<file path="src/rtl/spi_io_pkg.sv">
// Shared types and constants for the IO SPI master.
// Latency: n/a (package only).
// Backpressure: n/a (package only).
//
// Contents: FSM state encoding, instruction opcodes, and a helper that turns
// a cycle count into the terminal value of a zero-based counter.
package spi_io_pkg;

  typedef enum logic [2:0] {
    IDLE,
    SETUP,
    INST,
    GAP,
    DATA,
    HOLD,
    IDLEWAIT
  } state_t;

  localparam logic [7:0] INST_WR = 8'h02;
  localparam logic [7:0] INST_RD = 8'h01;

  // Terminal count for a phase lasting n cycles; a zero-length phase still
  // spends one cycle in its state, so it clamps to 0.
  function automatic logic [15:0] last_cnt(input int n);
    return (n > 0) ? 16'(n - 1) : 16'd0;
  endfunction

endpackage

</file>
<file path="src/rtl/spi_mst_shifter.sv">
// 8-bit parallel-load shift register for the SPI master (tx MSB first, rx into LSB).
// Latency: load/shift/sample take effect on the next clk edge.
// Backpressure: none; strobes are obeyed every cycle, load wins over shift.
//
// Ports: clk, rst (async active-low); load + load_dat (parallel load, clears cnt);
//   shift (advance tx on sclk fall); sample + sdi (shift rx at end of sclk high);
//   sdo (tx MSB); rx_dat (received byte); cnt (bits shifted in current byte);
//   byte_done (this shift strobe completes the byte; cnt wraps 7->0).
module spi_mst_shifter (
  input  logic       clk,
  input  logic       rst,
  input  logic       load,
  input  logic [7:0] load_dat,
  input  logic       shift,
  input  logic       sample,
  input  logic       sdi,
  output logic       sdo,
  output logic [7:0] rx_dat,
  output logic [2:0] cnt,
  output logic       byte_done
);

  logic [7:0] tx_q;
  logic [7:0] rx_q;

  always_ff @(posedge clk or negedge rst) begin
    if (!rst) begin
      tx_q <= 8'h00;
      rx_q <= 8'h00;
      cnt  <= 3'd0;
    end else begin
      if (load) begin
        tx_q <= load_dat;
        cnt  <= 3'd0;
      end else if (shift) begin
        tx_q <= {tx_q[6:0], 1'b0};
        cnt  <= cnt + 3'd1;
      end
      if (sample) begin
        rx_q <= {rx_q[6:0], sdi};
      end
    end
  end

  assign sdo       = tx_q[7];
  assign rx_dat    = rx_q;
  assign byte_done = shift && (cnt == 3'd7);

endmodule

</file>
<file path="src/rtl/spi_io_master.sv">
// SPI mode-0 master: one cs-framed {instruction, gap, data} transaction per command.
// Latency: cs_n low for 34*CLK_DIV+GAP_CYC cycles; done pulses the cycle cs_n rises.
// Backpressure: cmd_ready only in IDLE; cmd_valid while busy is ignored, host must hold it.
//
// Ports: clk, rst (async active-low); cmd_valid/cmd_ready/cmd_wr/cmd_wdata (command port);
//   done/done_rd/rdata (completion, rdata only updated by reads); busy;
//   sclk/cs_n/mosi/miso (SPI pins); dreq (only when SPI_IO_MASTER_DREQ_EN is defined:
//   slave data request, self-issues a read from IDLE when no host command is present).
module spi_io_master
  import spi_io_pkg::*;
#(
  parameter int CLK_DIV     = 4,
  parameter int GAP_CYC     = 8,
  parameter int CS_IDLE_CYC = 4
) (
  input  logic       clk,
  input  logic       rst,
  input  logic       cmd_valid,
  output logic       cmd_ready,
  input  logic       cmd_wr,
  input  logic [7:0] cmd_wdata,
  output logic       done,
  output logic       done_rd,
  output logic [7:0] rdata,
  output logic       busy,
  output logic       sclk,
  output logic       cs_n,
  output logic       mosi,
  input  logic       miso
`ifdef SPI_IO_MASTER_DREQ_EN
  ,
  input  logic       dreq
`endif
);

  localparam logic [15:0] DIV_LAST = last_cnt(CLK_DIV);
  localparam logic [15:0] GAP_LAST = last_cnt(GAP_CYC);
  localparam logic [15:0] IW_LAST  = last_cnt(CS_IDLE_CYC);

  state_t      state, state_nxt;
  logic [15:0] tmr;
  logic        hi;
  logic        wr_q;
  logic [7:0]  wdata_q;

  logic        start, start_wr;
  logic [7:0]  start_wdata;
  logic        xfer, half_end, fall, per_end, done_set;

  logic        sh_load, sh_shift, sh_sample, sdo, byte_done;
  logic [7:0]  sh_load_dat, rx_dat;
  logic [2:0]  bit_cnt;

  // Transaction source: host command first, then (optionally) slave request.
  always_comb begin
    start       = cmd_valid;
    start_wr    = cmd_wr;
    start_wdata = cmd_wdata;
`ifdef SPI_IO_MASTER_DREQ_EN
    if (!cmd_valid && dreq) begin
      start       = 1'b1;
      start_wr    = 1'b0;
      start_wdata = 8'h00;
    end
`endif
  end

  // sclk divider: tmr counts within a half period, hi selects the half.
  assign xfer     = (state == INST) || (state == DATA);
  assign half_end = xfer && (tmr == DIV_LAST);
  assign fall     = half_end && hi;
  assign per_end  = half_end && !hi;

  always_comb begin
    state_nxt = state;
    done_set  = 1'b0;
    case (state)
      IDLE:     if (start) state_nxt = SETUP;
      SETUP:    if (tmr == DIV_LAST) state_nxt = INST;
      // bit_cnt is only 0 in a low phase after the eighth fall has wrapped it.
      INST:     if (per_end && bit_cnt == 3'd0) state_nxt = (GAP_CYC > 0) ? GAP : DATA;
      GAP:      if (tmr == GAP_LAST) state_nxt = DATA;
      DATA:     if (per_end && bit_cnt == 3'd0) state_nxt = HOLD;
      HOLD: begin
        if (tmr == DIV_LAST) begin
          state_nxt = IDLEWAIT;
          done_set  = 1'b1;
        end
      end
      IDLEWAIT: if (tmr == IW_LAST) state_nxt = IDLE;
      default:  state_nxt = IDLE;
    endcase
  end

  // At a byte boundary the fall loads the next byte instead of shifting, so the
  // data MSB sits on mosi through the gap; after the data byte mosi returns to 0.
  always_comb begin
    sh_shift    = fall;
    sh_sample   = fall && (state == DATA);
    sh_load     = ((state == IDLE) && start) || (fall && byte_done);
    sh_load_dat = 8'h00;
    if (state == IDLE) begin
      sh_load_dat = start_wr ? INST_WR : INST_RD;
    end else if (state == INST) begin
      sh_load_dat = wr_q ? wdata_q : 8'h00;
    end
  end

  always_ff @(posedge clk or negedge rst) begin
    if (!rst) begin
      state   <= IDLE;
      tmr     <= 16'd0;
      hi      <= 1'b0;
      wr_q    <= 1'b0;
      wdata_q <= 8'h00;
      done    <= 1'b0;
      done_rd <= 1'b0;
      rdata   <= 8'h00;
    end else begin
      state <= state_nxt;
      if (state == IDLE || state_nxt != state || half_end) begin
        tmr <= 16'd0;
      end else begin
        tmr <= tmr + 16'd1;
      end
      // Every shifted byte opens with an sclk high phase.
      if (state_nxt != state) begin
        hi <= 1'b1;
      end else if (half_end) begin
        hi <= ~hi;
      end
      if (state == IDLE && start) begin
        wr_q    <= start_wr;
        wdata_q <= start_wdata;
      end
      done    <= done_set;
      done_rd <= done_set && !wr_q;
      if (done_set && !wr_q) begin
        rdata <= rx_dat;
      end
    end
  end

  spi_mst_shifter u_shifter (
    .clk       (clk),
    .rst       (rst),
    .load      (sh_load),
    .load_dat  (sh_load_dat),
    .shift     (sh_shift),
    .sample    (sh_sample),
    .sdi       (miso),
    .sdo       (sdo),
    .rx_dat    (rx_dat),
    .cnt       (bit_cnt),
    .byte_done (byte_done)
  );

  assign cmd_ready = (state == IDLE);
  assign busy      = ~cmd_ready;
  assign cs_n      = (state == IDLE) || (state == IDLEWAIT);
  assign sclk      = xfer && hi;
  assign mosi      = !cs_n && sdo;

endmodule

</file>
<file path="config.mk">
export PLATFORM = sky130hd
export DESIGN_NAME = spi_io_master
export DESIGN_NICKNAME = d
export VERILOG_FILES = /design/src/rtl/spi_io_pkg.sv /design/src/rtl/spi_mst_shifter.sv /design/src/rtl/spi_io_master.sv
export SDC_FILE = /design/constraint.sdc
export NUM_CORES = 1
export LEC_CHECK = 0
export ABC_AREA = 0
export CAP_MARGIN = 20
export CORE_MARGIN = 2
export CORE_UTILIZATION = 51
export CTS_CLUSTER_SIZE = 28
export DETAILED_ROUTE_END_ITERATION = 8
export PLACE_DENSITY = 0.84
export RECOVER_POWER = 100
export SLEW_MARGIN = 20
export SYNTH_ARGS = -nofsm -noshare
export SYNTH_HDL_FRONTEND = slang
export SYNTH_SLANG_ARGS = --single-unit
</file>
<file path="constraint.sdc">
create_clock -name clk -period 1.8 [get_ports clk]
set_input_delay 0.27 -clock clk [delete_from_list [all_inputs] [get_ports clk]]
set_output_delay 0.27 -clock clk [all_outputs]
set_load 0.02 [all_outputs]
</file>
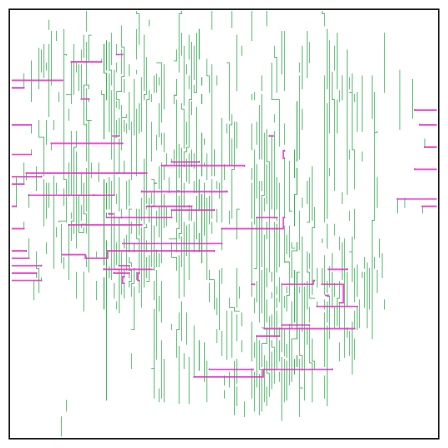
**Above:** run 1 (routed metal, one colour a layer).
Only two layers are drawn.
layer	colour	wire length
metal 3	magenta	380 um
metal 2	green	3,250 um
Total GRT Usage: 0.241
drt total wl: 6710 um
WL per Instance: 16.3 um
routed via count: 2,314

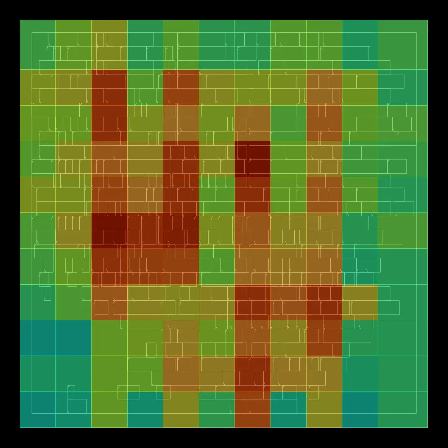
**Above:** run 1 (congestion heat map).
met2 Track Usage GR: 0.360
routing usage on met3: 0.0713
met1 usage: 0.320
busiest layer in global routing: met2

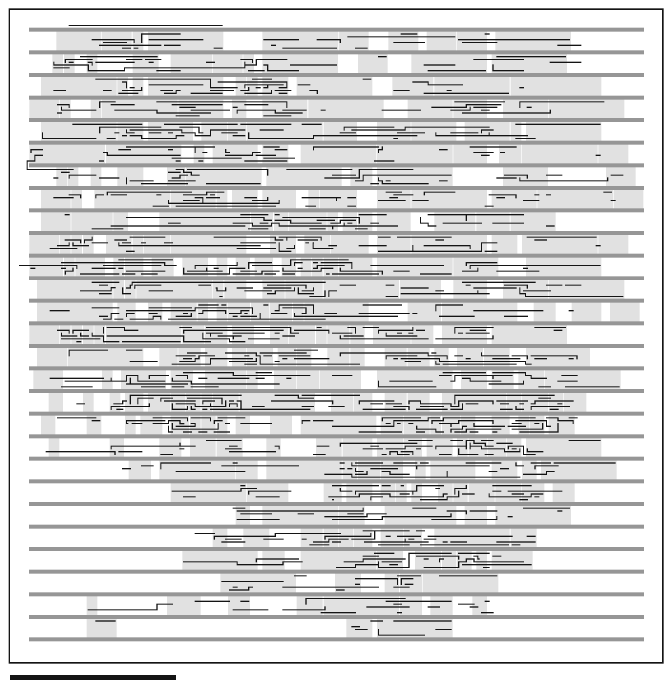
**Above:** run 1 (metal 1).
Scale bar: 20 um. Supply wires on this layer in grey.
wire length on this layer	2,940 um
longest straight run	23.2 um
nets with wire on the layer	320
main direction	horizontal

==> run 1: state kept, by name (all words and copies together), names as in the netlist <==
signal	count
tmr	16
u_shifter.tx_q	8
state	3
done	1
wr_q	1
rdata	8
u_shifter.cnt	3
hi	1
wdata_q	8
u_shifter.rx_dat	8
done_rd	1
==> run 1: stage by stage <==
step	instances	hold slack, ns	setup TNS (ns)
floorplan	261	-0.0256	-0.508
global placement	389	0.238	-0.550
detailed placement	389	0.240	-1.25
CTS	408	0.401	-0.730
global route	411	0.448	-3.46
finish	411	0.445	-0.990
==> run 1: cells in the final DEF (no fill, tap or decap), drive strengths merged, types with 2 or more instances in the layout <==
cell	instances
dfrtp	58
nor2b	4
dlygate4sd3	11
nand2	38
nor2	7
nor3	5
clkdlybuf4s50	11
xnor2	10
ha	4
and3	4
a22o	6
and4	2
xor2	5
clkbuf	17
o211ai	2
inv	11
mux2	22
nand3	10
nor4	6
bufinv	2
nor4b	2
a21oi	20
buf	42
nand4	6
o21ai	7
a22oi	3
clkinv	6
a211oi	2
nand4b	2
==> run 1: worst reg2reg max path: cells and delay by family (launching register included) <==
kind	cells	cell delay, ns
buffers and inverters	1	0.15
and+or+nand+nor	3	0.89
DFF	1	0.43
muxes	1	0.29
==> run 1: worst max path at each step <==
stage / slack [ns] / end / startpoint / cells past startpoint
3_5_place_dp: -0.09 / u_shifter.rx_dat[6] / tmr[1] / 6
6_report: -0.07 / rdata[4] / tmr[11] / 5
3_3_place_gp: -0.04 / u_shifter.rx_dat[6] / tmr[1] / 6
5_1_grt: -0.13 / rdata[6] / tmr[1] / 6
4_1_cts: -0.06 / rdata[4] / tmr[1] / 6
2_1_floorplan: -0.06 / rdata[0] / tmr[0] / 6
==> run 1: routing by layer <==
| layer | up-vias | routed length [um] | track usage |
|---|---|---|---|
| met5 | - | 0 | 0 |
| met1 | 1133 | 2940 | 0.320 |
| met3 | 15 | 379 | 0.0713 |
| met2 | 91 | 3250 | 0.360 |
| li1 | 1075 | - | - |
| met4 | 0 | 140 | 0.121 |
==> run 1: power by group through the flow <==
stage | combinational, uW | clock, uW | sequential, uW
after CTS | 1460 | 1380 | 1800
after detailed placement | 1400 | 0 | 1810
after floorplan | 802 | 0 | 1790
final | 1500 | 1370 | 1800
after global routing | 1660 | 1450 | 1830
after global placement | 1350 | 0 | 1800
==> run 1: repair_timing <==
item / 4_1_cts / 5_1_grt
hold endpoints to repair: 17 / 0
pin swaps: 2 / 7
setup buffers: 1 / 2
hold buffers: 1 / 0
gates resized: 26 / 25
endpoints found under the setup margin: 29 / 48
cloned: 1 / 1
==> run 1: kinds of logic (layout without fill, tap and decap cells) <==
kind of cell,after synthesis,after routing,share of synthesized area
DFF,58,58,0.512
adders and majority gates,4,4,0.0177
buffers and inverters,23,101,0.0340
AOI/OAI and AO/OA,49,49,0.111
muxes,22,22,0.0980
and+or+nand+nor,90,90,0.181
xor gates and xnor gates,15,15,0.0464
==> run summary, run 1 <==
status -> finished with violations
failing checks -> negative setup slack
Ys Warns -> 0
Setup WS post-layout -> -0.0651 ns
largest net degree at the start of global routing -> 42
worst reg2reg setup slack -> -0.07 ns
Seq/Total Area, Yosys -> 0.512
Max-area cell class -> flip-flops and latches
Sw Share -> 0.340
initial antenna violation count -> 0
drt drc -> 0
IO buf count -> 27
# Taps -> 72
Unique cell types -> 47
inverter count -> 12
core area -> 0.00544 mm^2
logic share of the area -> 0.363
maximum VDD drop -> 0.891 mV
endpoints failing setup -> 24
clk_lat worst skew -> 0.35 ns
Final Max Tran Viols -> 0
# diodes -> 0
Clk pwr share -> 0.293
vias in the first global route -> 2,371
RR Startpoint -> tmr[11]
fp_density -> 0.521
ys cells -> 261
NonClk Buf Share -> 0.160
Final Hold Violation Tally -> 0
GRT overflow -> 0
Seq pwr share -> 0.385
**Run 1: register map, names as in the netlist**

Scale bar: 20 um. Other sequential cells in the stronger grey, the rest of the logic in the fainter grey.
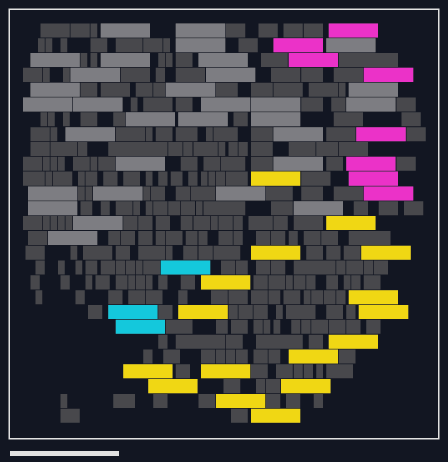

==> run 1 -> run 2 <==
--- a/config.mk
+++ b/config.mk
@@ -9,9 +9,10 @@
 export CAP_MARGIN = 20
 export CORE_MARGIN = 2
 export CORE_UTILIZATION = 51
+export CTS_CLUSTER_DIAMETER = 50
 export CTS_CLUSTER_SIZE = 28
 export DETAILED_ROUTE_END_ITERATION = 8
-export PLACE_DENSITY = 0.84
+export PLACE_DENSITY = 0.75
 export RECOVER_POWER = 100
 export SLEW_MARGIN = 20
 export SYNTH_ARGS = -nofsm -noshare
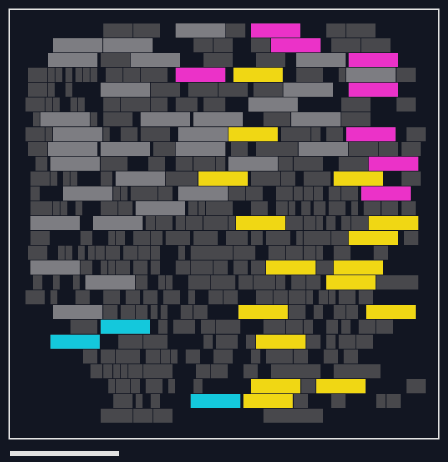
**Above:** run 2 (register map, names as in the netlist).
Scale bar: 20 um. Other sequential cells in the stronger grey, the rest of the logic in the fainter grey.
name in the netlist	colour	flops
tmr	yellow	16
rdata	magenta	8
state	cyan	3

==> run summary, run 2 <==
status -> finished with violations
failing checks -> negative setup slack
Total GRT Usage -> 0.225
Seq pwr share -> 0.394
met1 usage -> 0.293
yosys xor share -> 0.0464
Unique cell types -> 47
# diodes -> 0
Final Max Tran Viols -> 0
Top logic family -> simple AND/OR/NAND/NOR gates
Largest register FFs -> 16
setup tns final -> -1.67 ns
GRT overflow -> 0
drt drc -> 0
Setup WS post-layout -> -0.107 ns
worst reg2reg setup slack -> -0.11 ns
Final Hold Violation Tally -> 0
yosys adder share -> 0.0177
largest net degree at the start of global routing -> 59
maximum VDD drop -> 0.724 mV
core area -> 0.00544 mm^2
clk_lat worst skew -> 0.34 ns
most frequent cells in the layout -> 58 x dfrtp_1, 38 x nand2_1, 35 x buf_4
vias in the first global route -> 2,265
Biggest register -> tmr
routing usage on met3 -> 0.0575
endpoints failing setup -> 37
WL per Instance -> 15.2 um
Basic Gates by Area -> 0.181
run 2: cell counts after synthesis:
Identical to the previous run, type by type.
run 2: cells by family after synthesis:
logic type	count (synthesis)
buf+inv	23
compound gates	49
simple gates	90
xor+xnor	15
mux	22
flops	58
fa+ha+maj	4
run 2: power by group through the flow:
stage | combinational [uW] | clock, uW | sequential [uW]
after global placement | 1330 | 0 | 1810
after floorplan | 802 | 0 | 1790
after global routing | 1720 | 1310 | 1850
after detailed placement | 1360 | 0 | 1820
final | 1560 | 1230 | 1810
after CTS | 1450 | 1250 | 1800
run 2: final timing paths:
path	start	endpoint
worst max-delay path	tmr[1]	u_shifter.rx_dat[5]
worst min-delay path	cmd_wdata[2]	wdata_q[2]
worst max register to register	tmr[1]	u_shifter.rx_dat[5]
worst min register to register	wdata_q[1]	wdata_q[1]
max in group asynchronous	rst	state[0]
min in group asynchronous	rst	tmr[15]
run 2: critical path, cell delays in order, from the launching register on:
cell	delay [ns]
dfrtp_1	0.39
ha_4	0.15
nor4b_4	0.27
buf_4	0.18
and4_4	0.22
nand4_4	0.21
mux2_4	0.37
run 2: cell type report:
cell class | instances | area (um^2) | share of cell area
well taps | 72 | 90.1 | 0.0231
multi-input cells | 180 | 1480 | 0.378
clock inverters | 4 | 50.0 | 0.0128
repair buffers | 74 | 632 | 0.162
inverters | 12 | 45.0 | 0.0116
flip-flops and latches | 58 | 1450 | 0.372
clock buffers | 12 | 155 | 0.0398
run 2: repair_timing:
item / 4_1_cts / 5_1_grt
cloned: 0 / 0
hold buffers: 1 / 0
endpoints found under the hold margin: 58 / 0
pin swaps: 7 / 15
setup endpoints to repair: 42 / 49
buffers inserted: 3 / 2
resized: 37 / 28
run 2: routing by layer:
metal  wire length (um)  vias up
met4                126        0
met3                192       13
met1               2830     1069
met2               3110       50
li1                   -     1071
met5                  0        -
run 2: stage by stage:
stage               cells  hold slack (ns)  setup slack (ns)
detailed placement    391            0.296            -0.138
finish                412            0.457            -0.107
CTS                   411            0.444           -0.0937
floorplan             261          -0.0256           -0.0634
global placement      391            0.296           -0.0986
global route          412            0.470            -0.178
Power is estimated from default activity; no workload was simulated.
